===== config.mk =====
export PLATFORM = sky130hd
export DESIGN_NAME = sd_adc_cic
export DESIGN_NICKNAME = d
export VERILOG_FILES = /design/src/rtl/sd_adc_cic.sv
export SDC_FILE = /design/constraint.sdc
export NUM_CORES = 1
export LEC_CHECK = 0
export ABC_AREA = 1
export CORE_MARGIN = 5
export CORE_UTILIZATION = 35
export CTS_CLUSTER_SIZE = 28
export DETAILED_ROUTE_END_ITERATION = 8
export SYNTH_ARGS = -nofsm -noshare
export SYNTH_HDL_FRONTEND = slang
export SYNTH_SLANG_ARGS = --single-unit
export TNS_END_PERCENT = 10

===== constraint.sdc =====
create_clock -name clk -period 9.2 [get_ports clk]
set_clock_uncertainty 0.2 [all_clocks]
set_input_delay 2.3 -clock clk [delete_from_list [all_inputs] [get_ports clk]]
set_output_delay 2.3 -clock clk [all_outputs]
set_load 0.01 [all_outputs]

===== src/rtl/sd_adc_cic.sv =====
// ---------------------------------------------------------------------------
// sd_adc_cic
//   Multi-channel sigma-delta ADC front end. For each channel it closes the
//   comparator/integrator feedback loop and decimates the 1-bit stream with a
//   CIC filter of ORDER stages and decimation ratio R = 2**LOG2R. All channels
//   share one decimation counter and commit their output words together.
//
// Ports
//   clk        system clock, all logic on the rising edge
//   rst_n      synchronous reset, active low, overrides everything
//   ce         modulator tick; filter state, fb and counter advance only here
//   sdin       comparator outputs, one bit per channel
//   fb         registered feedback to the analog integrators (~sdin)
//   dout       output words, channel c in [c*OW +: OW]
//   valid      dout holds an unread sample set
//   ready      consumer accepts dout when valid && ready
//   newsample  one-clk pulse on the ce tick that commits a new sample set
//   overrun    sticky: a sample set was overwritten before being accepted
//   ovr_clr    clears overrun (a new overrun in the same cycle wins)
//
// Handshake: dout/valid form a valid/ready source. valid rises on every
// commit and drops on valid && ready when no commit happens in that cycle.
// A commit always overwrites dout; if valid was high and ready low the
// previous set is lost and overrun is set. dout only changes on a commit.
// ---------------------------------------------------------------------------
module sd_adc_cic #(
    parameter int NCH   = 2,
    parameter int ORDER = 3,
    parameter int LOG2R = 6,
    parameter int OW    = 12
) (
    input  logic              clk,
    input  logic              rst_n,
    input  logic              ce,
    input  logic [NCH-1:0]    sdin,
    output logic [NCH-1:0]    fb,
    output logic [NCH*OW-1:0] dout,
    output logic              valid,
    input  logic              ready,
    output logic              newsample,
    output logic              overrun,
    input  logic              ovr_clr
);

    // One guard bit above the full gain R**ORDER so that exact full scale
    // shows up as the top bit and can be saturated.
    localparam int W = ORDER * LOG2R + 1;

    logic [W-1:0]     integ [NCH][ORDER];
    logic [W-1:0]     dly   [NCH][ORDER];
    logic [W-1:0]     add_v [NCH][ORDER];
    logic [W-1:0]     sub_v [NCH][ORDER];
    logic [OW-1:0]    word  [NCH];
    logic [LOG2R-1:0] cnt;
    logic             commit;

    // Commit happens on the ce tick where the counter reads all ones.
    assign commit    = rst_n && ce && (&cnt);
    assign newsample = commit;

    // Integrator adders and comb subtractors, all modulo 2**W. The integrator
    // input is ~fb, i.e. the comparator bit of the previous tick.
    always_comb begin
        for (int c = 0; c < NCH; c++) begin
            for (int k = 0; k < ORDER; k++) begin
                if (k == 0) begin
                    add_v[c][k] = {{(W-1){1'b0}}, ~fb[c]} + integ[c][k];
                end else begin
                    add_v[c][k] = add_v[c][k-1] + integ[c][k];
                end
            end
            for (int k = 0; k < ORDER; k++) begin
                if (k == 0) begin
                    sub_v[c][k] = add_v[c][ORDER-1] - dly[c][k];
                end else begin
                    sub_v[c][k] = sub_v[c][k-1] - dly[c][k];
                end
            end
            // Top bit set only at exact full scale: clamp to all ones.
            if (sub_v[c][ORDER-1][W-1]) begin
                word[c] = '1;
            end else begin
                word[c] = sub_v[c][ORDER-1][W-2 -: OW];
            end
        end
    end

    // Modulator feedback, integrators, decimation counter and comb delays.
    always_ff @(posedge clk) begin
        if (!rst_n) begin
            fb  <= '0;
            cnt <= '0;
            for (int c = 0; c < NCH; c++) begin
                for (int k = 0; k < ORDER; k++) begin
                    integ[c][k] <= '0;
                    dly[c][k]   <= '0;
                end
            end
        end else if (ce) begin
            fb  <= ~sdin;
            cnt <= cnt + LOG2R'(1);
            for (int c = 0; c < NCH; c++) begin
                for (int k = 0; k < ORDER; k++) begin
                    integ[c][k] <= add_v[c][k];
                end
                if (commit) begin
                    dly[c][0] <= add_v[c][ORDER-1];
                    for (int k = 1; k < ORDER; k++) begin
                        dly[c][k] <= sub_v[c][k-1];
                    end
                end
            end
        end
    end

    // Output register and handshake; runs every clk regardless of ce.
    always_ff @(posedge clk) begin
        if (!rst_n) begin
            dout    <= '0;
            valid   <= 1'b0;
            overrun <= 1'b0;
        end else begin
            if (commit) begin
                for (int c = 0; c < NCH; c++) begin
                    dout[c*OW +: OW] <= word[c];
                end
                valid <= 1'b1;
            end else if (valid && ready) begin
                valid <= 1'b0;
            end
            if (commit && valid && !ready) begin
                overrun <= 1'b1;
            end else if (ovr_clr) begin
                overrun <= 1'b0;
            end
        end
    end

endmodule


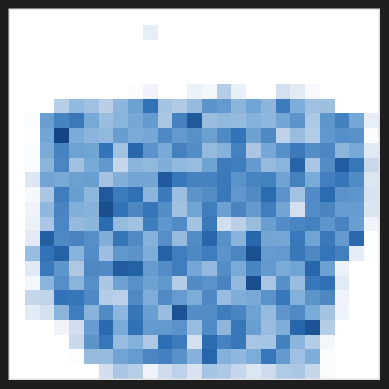
(cell area per tile)
(1.5 px per µm) The die is cut into 25 by 25 equal tiles; white is low, dark blue is high, 0 to 100% covered.
emptiest ninth of the die = north-west
nearly empty tiles = 33%
tiles over 75% full = 4.5%
fullest tile = 92%
mean over tiles = 34%
core footprint: 55100 µm²
final core utilization: 0.393
Starting Density: 0.353

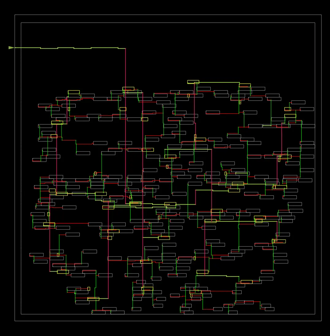
(clock nets)
Seq cells: 262
# clock sinks: 262
total CTS buffers: 31
total of clock buffers placed in the layout: 52

==> Slide: Implementation Results <==
Implementation Results

Layout
  – Layout net count: approximately 2700
  – FILL cells: ~5700
  – Area delta synth->final: 11.2%
  – # diodes: 0

Clock tree
  – CTS Hold Bufs: 0
  – Post-CTS Setup Repair Bufs: 0
  – Post_cts resized: 0
  – Clk slew on worst S/H paths: ~0.060 ns
  – Cell chosen for the clock root: clkbuf_16
  – Clock Tree Buf Depth: 3

Floorplan
  – Io pins: 36
  – Row count: approximately 86
  – Chip Width: 246 µm

Setup path
  – RR Startpoint: integ[1][38]$_SDFFCE_PN0P_
  – Critical Path RT: 9.50 ns
  – Crit-path max FO: 12
  – Crit. End Element: register
  – Crit-path most repeated cell: ha_1
  – Reg2reg end: dout[12]$_SDFFE_PN0P_
  – R2r setup slk: approximately 0.9 ns
  – CP Class: reg -> reg

Placement
  – RD Place Congestion: ~0.86

GRT
  – Initial antenna violation count: 0
  – First-pass GRT wire length: between 60000 and 70000 µm

Job
  – Tool Warnings: 34
  – Max cap viols: 0

Synth
  – Area fraction in mux cells: 0
  – Yosys xor share: 0.0689
  – Adder Share, Synth: 0.131
  – Chip Area, Yosys: 19500 µm²
  – Basic Gates by Area: 0.201
  – Synthesized Nets: about 2600
  – Mapped Area: around 20000 µm²

Status
  – Outcome: finished, final reports clean

Drt
  – Wirelength per Cell: roughly 13 µm
  – Final WL: about 40000 µm
  – Drt first pass iters: 4
  – Post-route ant nets: 0
  – DR vias/cell: ~4.7

Timing
  – Fin. Hold Viols: 0
  – Pins Over Slew Limit: 0
  – Final hold slack: between 0.2 and 0.3 ns

Hold path
  – Beginning of the worst hold path: overrun$_SDFFE_PN0P_
  – Hold Path Depth: 2
-- cell families (layout without fill, tap and decap cells) --
logic type | count (synthesis) | in the layout
xor+xnor | 153 | 153
simple gates | 895 | 895
buf+inv | 527 | 590
fa+ha+maj | 199 | 199
flops | 262 | 262
compound gates | 371 | 371
-- synthesized netlist by cell type (all sizes together), types with 30 or more instances --
cell      n  area [µm²]
inv     490        1840
nand2   359        1410
nor2    353        1360
edfxtp  228        6850
a21oi   196        1020
ha      191        2390
xor2    123        1080
nand3   106         686
o21ai    81         405
nor3     38         190
dfxtp    34         681
xnor2    30         263
-- per-layer routing --
metal / part of all wire / vias up / GRT usage
met5: 0 / - / 0
met4: 0.022 / 0 / 0.0300
met3: 0.027 / 44 / 0.0161
met2: 0.46 / 151 / 0.224
met1: 0.49 / 6971 / 0.179
li1: - / 7923 / -
-- final cells by class --
type | count | area [µm²] | area share
Sequential cell | 262 | 7530 | 0.348
Clock inverter | 5 | 28.8 | 0.00133
Tap cell | 748 | 936 | 0.0433
Multi-Input combinational cell | 1618 | 9960 | 0.460
Inverter | 491 | 1850 | 0.0853
Timing Repair Buffer | 42 | 403 | 0.0186
Clock buffer | 52 | 936 | 0.0433
-- worst max path at each step --
stage,from,end,slack (ns),depth (start not counted)
6_report,integ[1][38]$_SDFFCE_PN0P_,dout[12]$_SDFFE_PN0P_,0.90,43
5_1_grt,fb[0]$_SDFFE_PN0P_,dout[2]$_SDFFE_PN0P_,0.02,47
4_1_cts,fb[0]$_SDFFE_PN0P_,dout[2]$_SDFFE_PN0P_,0.60,47
3_5_place_dp,fb[0]$_SDFFE_PN0P_,dout[2]$_SDFFE_PN0P_,0.66,47
3_3_place_gp,fb[0]$_SDFFE_PN0P_,dout[1]$_SDFFE_PN0P_,1.01,47
2_1_floorplan,fb[0]$_SDFFE_PN0P_,dout[0]$_SDFFE_PN0P_,1.65,48
-- critical path, delay by kind of cell (launching register included) --
| kind | cells | cell delay (ns) |
|---|---|---|
| and+or+nand+nor | 16 | 2.04 |
| AOI/OAI and AO/OA | 12 | 2.32 |
| adders and majority gates | 7 | 2.11 |
| DFF | 1 | 0.40 |
| xor gates and xnor gates | 5 | 0.95 |
| buffers and inverters | 3 | 0.22 |
-- stage by stage --
step           worst slack (ns)  utilization  instances
2_1_floorplan              1.65            -       2407
3_3_place_gp               1.01        0.375       3161
3_5_place_dp              0.656        0.375       3161
4_1_cts                   0.600        0.392       3218
5_1_grt                  0.0249        0.393       3218
6_report                  0.897        0.393       3218
-- flip-flops by register name, indices dropped and copies added, names as in the netlist --
signal and count:
cnt 6, dly 114, dout 24, fb 2, integ 114, overrun 1, valid 1
